Met1 routing:
Supply wires on this layer in grey.
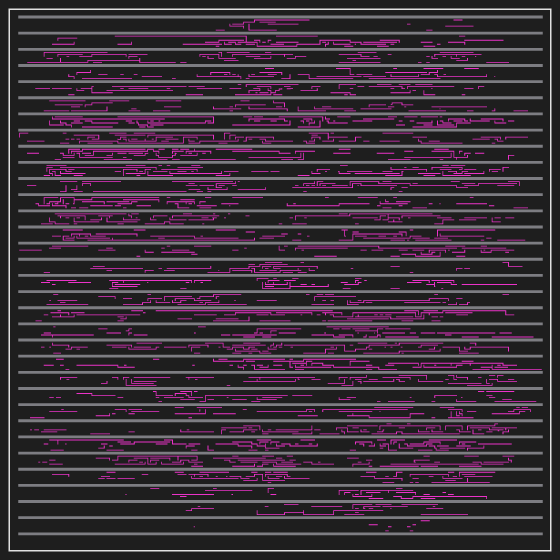
Gate-type map:
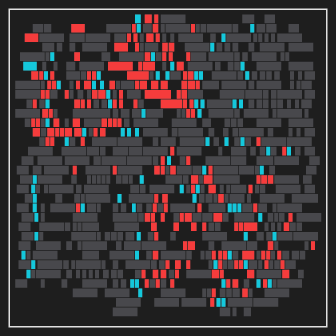
Floorplan with the power grid:
Pins as bars on the die edge.
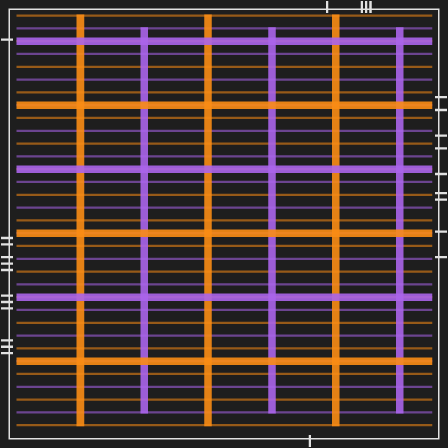
Pin placement:
Pins as bars across the die edge, other pins in grey.
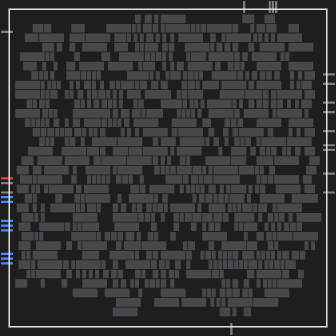
The clock network:
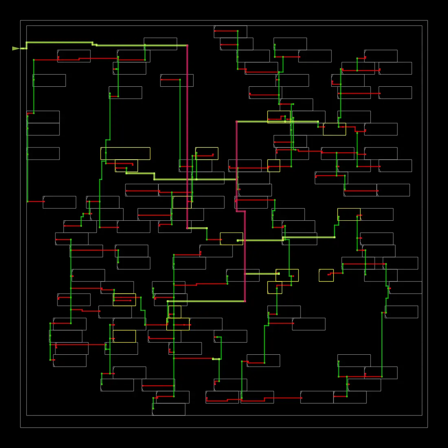
**src/rtl/uart_pkg.sv**
```systemverilog
// Shared state encodings and timing helpers for the uart_responder block.
package uart_pkg;

  typedef enum logic [1:0] {T_IDLE, T_START, T_DATA, T_STOP} tx_state_t;
  typedef enum logic [1:0] {R_IDLE, R_START, R_DATA, R_STOP} rx_state_t;

  localparam int RX_FIFO_DEPTH = 4;

  function automatic int calc_div(input int clk_freq, input int baud);
    return clk_freq / baud;
  endfunction

  function automatic int calc_half_div(input int clk_freq, input int baud);
    return (clk_freq / baud) / 2;
  endfunction

endpackage

```
**src/rtl/uart_rx_fifo.sv**
```systemverilog
// Small synchronous FIFO for received bytes; head is visible combinationally,
// a push while full is dropped unless a pop frees the slot in the same cycle.
module uart_rx_fifo #(
  parameter int DEPTH = 4,
  parameter int WIDTH = 8
) (
  input  logic                         clk,
  input  logic                         rst,
  input  logic                         i_push,
  input  logic [WIDTH-1:0]             i_push_data,
  input  logic                         i_pop,
  output logic [WIDTH-1:0]             o_head,
  output logic                         o_full,
  output logic                         o_empty,
  output logic [$clog2(DEPTH+1)-1:0]   o_count
);

  localparam int PW = (DEPTH > 1) ? $clog2(DEPTH) : 1;
  localparam int CW = $clog2(DEPTH + 1);

  logic [WIDTH-1:0] r_mem [DEPTH];
  logic [PW-1:0]    r_wr_ptr;
  logic [PW-1:0]    r_rd_ptr;
  logic [CW-1:0]    r_count;
  logic             w_do_push;
  logic             w_do_pop;

  function automatic logic [PW-1:0] next_ptr(input logic [PW-1:0] p);
    return (p == PW'(DEPTH - 1)) ? '0 : p + 1'b1;
  endfunction

  assign w_do_pop  = i_pop && (r_count != '0);
  assign w_do_push = i_push && ((r_count != CW'(DEPTH)) || w_do_pop);

  always_ff @(posedge clk) begin
    if (w_do_push) begin
      r_mem[r_wr_ptr] <= i_push_data;
    end
  end

  always_ff @(posedge clk) begin
    if (rst) begin
      r_wr_ptr <= '0;
      r_rd_ptr <= '0;
      r_count  <= '0;
    end else begin
      if (w_do_push) r_wr_ptr <= next_ptr(r_wr_ptr);
      if (w_do_pop)  r_rd_ptr <= next_ptr(r_rd_ptr);
      case ({w_do_push, w_do_pop})
        2'b10:   r_count <= r_count + 1'b1;
        2'b01:   r_count <= r_count - 1'b1;
        default: r_count <= r_count;
      endcase
    end
  end

  assign o_head  = r_mem[r_rd_ptr];
  assign o_full  = (r_count == CW'(DEPTH));
  assign o_empty = (r_count == '0);
  assign o_count = r_count;

endmodule

```
**src/rtl/uart_responder.sv**
```systemverilog
// 8N1 UART target for the CPU's memory-mapped UART strobes.
// Define UART_RX_FIFO_EN to replace the single-byte RX buffer with a 4-entry FIFO.
module uart_responder
  import uart_pkg::*;
#(
  parameter int CLK_FREQ = 50000000,
  parameter int BAUD     = 9600
) (
  input  logic       clk,
  input  logic       rst,
  input  logic       uart_rdn,
  input  logic       uart_wrn,
  input  logic [7:0] data_in,
  output logic [7:0] data_out,
  output logic       data_oe,
  output logic       uart_dataready,
  output logic       uart_tbre,
  output logic       uart_tsre,
  input  logic       rxd,
  output logic       txd
);

  localparam int DIV  = calc_div(CLK_FREQ, BAUD);
  localparam int HALF = calc_half_div(CLK_FREQ, BAUD);
  localparam int CW   = $clog2(DIV);
  localparam logic [CW-1:0] DIV_LAST  = CW'(DIV - 1);
  localparam logic [CW-1:0] HALF_LAST = CW'(HALF - 1);

  // Strobes are glitchy, so edges are taken only from the registered copies.
  logic       r_rdn;
  logic       r_rdn_d;
  logic       r_wrn;
  logic       r_wrn_d;
  logic [7:0] r_din;
  logic [7:0] r_wr_data;
  logic       w_wr_evt;
  logic       w_rd_evt;

  always_ff @(posedge clk) begin
    if (rst) begin
      r_rdn     <= 1'b1;
      r_rdn_d   <= 1'b1;
      r_wrn     <= 1'b1;
      r_wrn_d   <= 1'b1;
      r_din     <= 8'h00;
      r_wr_data <= 8'h00;
    end else begin
      r_rdn   <= uart_rdn;
      r_rdn_d <= r_rdn;
      r_wrn   <= uart_wrn;
      r_wrn_d <= r_wrn;
      r_din   <= data_in;
      if (!r_wrn) r_wr_data <= r_din;
    end
  end

  assign w_wr_evt = r_wrn & ~r_wrn_d;
  assign w_rd_evt = r_rdn & ~r_rdn_d;

  tx_state_t   r_tx_state;
  logic [CW-1:0] r_tx_cnt;
  logic [2:0]  r_tx_bit;
  logic [7:0]  r_tx_hold;
  logic [7:0]  r_tx_shift;
  logic        r_tbre;
  logic        r_tsre;
  logic        r_txd;

  always_ff @(posedge clk) begin
    if (rst) begin
      r_tx_state <= T_IDLE;
      r_tx_cnt   <= '0;
      r_tx_bit   <= 3'd0;
      r_tx_hold  <= 8'h00;
      r_tx_shift <= 8'h00;
      r_tbre     <= 1'b1;
      r_tsre     <= 1'b1;
      r_txd      <= 1'b1;
    end else begin
      // A write only lands when the holding register is empty; otherwise it is dropped.
      if (w_wr_evt && r_tbre) begin
        r_tx_hold <= r_wr_data;
        r_tbre    <= 1'b0;
      end
      case (r_tx_state)
        T_IDLE: begin
          if (!r_tbre) begin
            r_tx_shift <= r_tx_hold;
            r_tbre     <= 1'b1;
            r_tsre     <= 1'b0;
            r_txd      <= 1'b0;
            r_tx_cnt   <= '0;
            r_tx_state <= T_START;
          end
        end
        T_START: begin
          if (r_tx_cnt == DIV_LAST) begin
            r_tx_cnt   <= '0;
            r_tx_bit   <= 3'd0;
            r_txd      <= r_tx_shift[0];
            r_tx_state <= T_DATA;
          end else begin
            r_tx_cnt <= r_tx_cnt + 1'b1;
          end
        end
        T_DATA: begin
          if (r_tx_cnt == DIV_LAST) begin
            r_tx_cnt <= '0;
            if (r_tx_bit == 3'd7) begin
              r_txd      <= 1'b1;
              r_tx_state <= T_STOP;
            end else begin
              r_tx_bit   <= r_tx_bit + 1'b1;
              r_tx_shift <= {1'b0, r_tx_shift[7:1]};
              r_txd      <= r_tx_shift[1];
            end
          end else begin
            r_tx_cnt <= r_tx_cnt + 1'b1;
          end
        end
        T_STOP: begin
          if (r_tx_cnt == DIV_LAST) begin
            r_tx_cnt   <= '0;
            r_tsre     <= r_tbre;
            r_tx_state <= T_IDLE;
          end else begin
            r_tx_cnt <= r_tx_cnt + 1'b1;
          end
        end
        default: r_tx_state <= T_IDLE;
      endcase
    end
  end

  logic        r_rx_s1;
  logic        r_rx_s2;
  logic        r_rx_prev;
  rx_state_t   r_rx_state;
  logic [CW-1:0] r_rx_cnt;
  logic [2:0]  r_rx_bit;
  logic [7:0]  r_rx_shift;
  logic        r_rx_ferr;
  logic        r_rx_commit;

  always_ff @(posedge clk) begin
    if (rst) begin
      r_rx_s1     <= 1'b1;
      r_rx_s2     <= 1'b1;
      r_rx_prev   <= 1'b1;
      r_rx_state  <= R_IDLE;
      r_rx_cnt    <= '0;
      r_rx_bit    <= 3'd0;
      r_rx_shift  <= 8'h00;
      r_rx_ferr   <= 1'b0;
      r_rx_commit <= 1'b0;
    end else begin
      r_rx_s1     <= rxd;
      r_rx_s2     <= r_rx_s1;
      r_rx_prev   <= r_rx_s2;
      r_rx_commit <= 1'b0;
      case (r_rx_state)
        R_IDLE: begin
          if (r_rx_prev && !r_rx_s2) begin
            r_rx_cnt   <= '0;
            r_rx_state <= R_START;
          end
        end
        R_START: begin
          if (r_rx_cnt == HALF_LAST) begin
            r_rx_cnt <= '0;
            r_rx_bit <= 3'd0;
            r_rx_state <= r_rx_s2 ? R_IDLE : R_DATA;
          end else begin
            r_rx_cnt <= r_rx_cnt + 1'b1;
          end
        end
        R_DATA: begin
          if (r_rx_cnt == DIV_LAST) begin
            r_rx_cnt   <= '0;
            r_rx_shift <= {r_rx_s2, r_rx_shift[7:1]};
            if (r_rx_bit == 3'd7) r_rx_state <= R_STOP;
            else                  r_rx_bit   <= r_rx_bit + 1'b1;
          end else begin
            r_rx_cnt <= r_rx_cnt + 1'b1;
          end
        end
        R_STOP: begin
          // After a framing error, park here until the line returns high.
          if (r_rx_ferr) begin
            if (r_rx_s2) begin
              r_rx_ferr  <= 1'b0;
              r_rx_state <= R_IDLE;
            end
          end else if (r_rx_cnt == DIV_LAST) begin
            r_rx_cnt <= '0;
            if (r_rx_s2) begin
              r_rx_commit <= 1'b1;
              r_rx_state  <= R_IDLE;
            end else begin
              r_rx_ferr <= 1'b1;
            end
          end else begin
            r_rx_cnt <= r_rx_cnt + 1'b1;
          end
        end
        default: r_rx_state <= R_IDLE;
      endcase
    end
  end

  logic [7:0] w_head;

`ifdef UART_RX_FIFO_EN
  logic                                 w_full;
  logic                                 w_empty;
  logic [$clog2(RX_FIFO_DEPTH+1)-1:0]   w_count;

  uart_rx_fifo #(
    .DEPTH (RX_FIFO_DEPTH),
    .WIDTH (8)
  ) u_rx_fifo (
    .clk         (clk),
    .rst         (rst),
    .i_push      (r_rx_commit),
    .i_push_data (r_rx_shift),
    .i_pop       (w_rd_evt),
    .o_head      (w_head),
    .o_full      (w_full),
    .o_empty     (w_empty),
    .o_count     (w_count)
  );

  assign uart_dataready = ~w_empty;
`else
  logic [7:0] r_rx_buf;
  logic       r_dataready;

  // A commit wins over a simultaneous read and silently overwrites an unread byte.
  always_ff @(posedge clk) begin
    if (rst) begin
      r_rx_buf    <= 8'h00;
      r_dataready <= 1'b0;
    end else if (r_rx_commit) begin
      r_rx_buf    <= r_rx_shift;
      r_dataready <= 1'b1;
    end else if (w_rd_evt) begin
      r_dataready <= 1'b0;
    end
  end

  assign w_head         = r_rx_buf;
  assign uart_dataready = r_dataready;
`endif

  logic [7:0] r_data_out;

  always_ff @(posedge clk) begin
    if (rst)            r_data_out <= 8'h00;
    else if (!uart_rdn) r_data_out <= w_head;
  end

  assign data_out  = r_data_out;
  assign data_oe   = ~r_rdn;
  assign uart_tbre = r_tbre;
  assign uart_tsre = r_tsre;
  assign txd       = r_txd;

endmodule

```
**config.mk**
```make
export PLATFORM = sky130hd
export DESIGN_NAME = uart_responder
export DESIGN_NICKNAME = d
export VERILOG_FILES = /design/src/rtl/uart_pkg.sv /design/src/rtl/uart_rx_fifo.sv /design/src/rtl/uart_responder.sv
export SDC_FILE = /design/constraint.sdc
export NUM_CORES = 1
export LEC_CHECK = 0
export ABC_AREA = 1
export CORE_MARGIN = 1
export CORE_UTILIZATION = 59
export DETAILED_ROUTE_END_ITERATION = 6
export PLACE_DENSITY = 0.79
export SYNTH_ARGS = -nofsm -noshare
export SYNTH_HDL_FRONTEND = slang
export SYNTH_HIERARCHICAL = 1
export SYNTH_SLANG_ARGS = --single-unit
```
**constraint.sdc**
```tcl
create_clock -name clk -period 1.8 [get_ports clk]
set_input_delay 0.45 -clock clk [delete_from_list [all_inputs] [get_ports clk]]
set_output_delay 0.45 -clock clk [all_outputs]
set_load 0.03 [all_outputs]
```
==> Slide: Implementation Results <==
Implementation Results

Status
  – Status: complete, no violations

STA
  – Final hold violations: 0
  – Tightest Pin Transition: 0.4955 ns
  – Endpoints failing setup: 0
  – Cycle use final: 0.9378
  – FMAX: 592.4 MHz
  – Setup TNS: 0 ns
  – Unrepaired setup endpoints after global routing: false
  – Pins Over Slew Limit: 0
  – Slew headroom: 0.6692
  – Worst Setup Slack, final: 0.1119 ns

Power
  – Sequential power: 2.57 mW
  – Psw: 1.910 mW
  – Clock share of power: 0.269
  – P per Cell Area: 1067 nW/µm²

Floorplanning
  – Die height: 90.94 µm
  – FP Rows: 32
  – Core Region: 7687 µm²

Setup path
  – CP max stage delay: 0.41 ns
  – Worst R2R End: r_rx_cnt[9]
  – CP Depth: 8
  – Critical path origin: r_rx_cnt[0]
  – Cell mode on critical path: nand2_1
  – Crit Path Max Fanout: 6
  – CP Cell Sequence: ha_1 -> nand2_1 -> nor2_4 -> nand3_4 -> nand2_1 -> nand2_1 -> nand4_1 -> a21oi_1

Finish
  – Top cells excl fill/tap: dfxtp_1, nand2_1, nor2_1
  – # nets final: 676
  – Synthesis-to-layout area growth: 12.41%
  – # diodes: 0
  – Final cell count without fillers: 759
  – Design Area, Final: 5246 µm²

Synth
  – Aoi share: 0.1308
  – Instance count of the mapped netlist: 623
  – Avg Inst Size Synth: 7.491 µm²
  – Comb area leader: simple AND/OR/NAND/NOR gates
  – Top cells by count: dfxtp_1, nand2_1, nor2_1, inv_1, o21ai_0
  – Yosys top cell by area: dfxtp_1
  – Yosys cell count: 623

Clock tree
  – # H-tree levels: 3
  – Root Buffer: clkbuf_8

Detailed routing
  – Wire per inst: 11.33 µm
  – Routed wl met3: 363 µm
  – First-pass DRT Iterations: 4
  – Final ANT Viol Nets: 0

Hold path
  – HP Start: r_rx_s1

Global route
  – First-pass GRT wire length: 15.28 mm
  – Largest net degree at the start of global routing: 54
  – GRT Max-Usage Layer: met2
  – All-Layer GR Usage: 0.2245
  – Met2 usage in global routing: 0.3996

Placed design
  – Dpl hpwl: 6.245 mm
  – I/O Buffers: 25
-- 'met1 routing' (at the start) --
The longest straight run is 29.7 µm. The layer carries 3950 µm of wire.

-- 'gate-type map' (at the start) --
Key: cyan = inverters [cells 78, most used inv_1, where all over the die]; red = NAND gates [cells 166, most used nand2_1, where all over the die]

-- 'floorplan with the power grid' (at the start) --
Key: orange = VSS; purple = VDD
33 met1 rails follow the rows. 26 signal pins sit on the boundary. 6 straps on met4.

-- 'pin placement' (at the start) --
Key: blue = data_in [pins 8, direction input, edge left]; red = rxd [pins 1, direction input, edge left]

-- 'the clock network' (at the start) --
Flops: 105
clk_skew: 0.01060 ns
clk ins delay skew pair: 0.37 ns

[layout make-up]
cell class	instances	area, µm²
well taps	102	127.6
repair buffers	35	321.6
fillers	672	2441
multi-input cells	423	2180
clock inverters	6	73.82
inverters	78	301.5
clock buffers	10	137.6
flip-flops and latches	105	2105
[registers in the layout, indices dropped and copies added, names as in the netlist, 3 cells and up, named ones only]
register	count
data_out	8
r_tx_hold	8
r_tx_shift	8
r_rx_cnt	13
r_rx_shift	8
r_rx_buf	8
r_rx_bit	3
r_tx_bit	3
r_tx_cnt	13
r_din	8
r_wr_data	8
[timing repair]
item                                    4_1_cts  5_1_grt
gates resized                                13        4
hold endpoints to repair                      0        0
endpoints found under the setup margin       13        3
hold buffers                                  0        0
pin swaps                                     0        0
buffers inserted                              0        0
Power figures rest on the tool's default switching activity, not on a simulated workload.
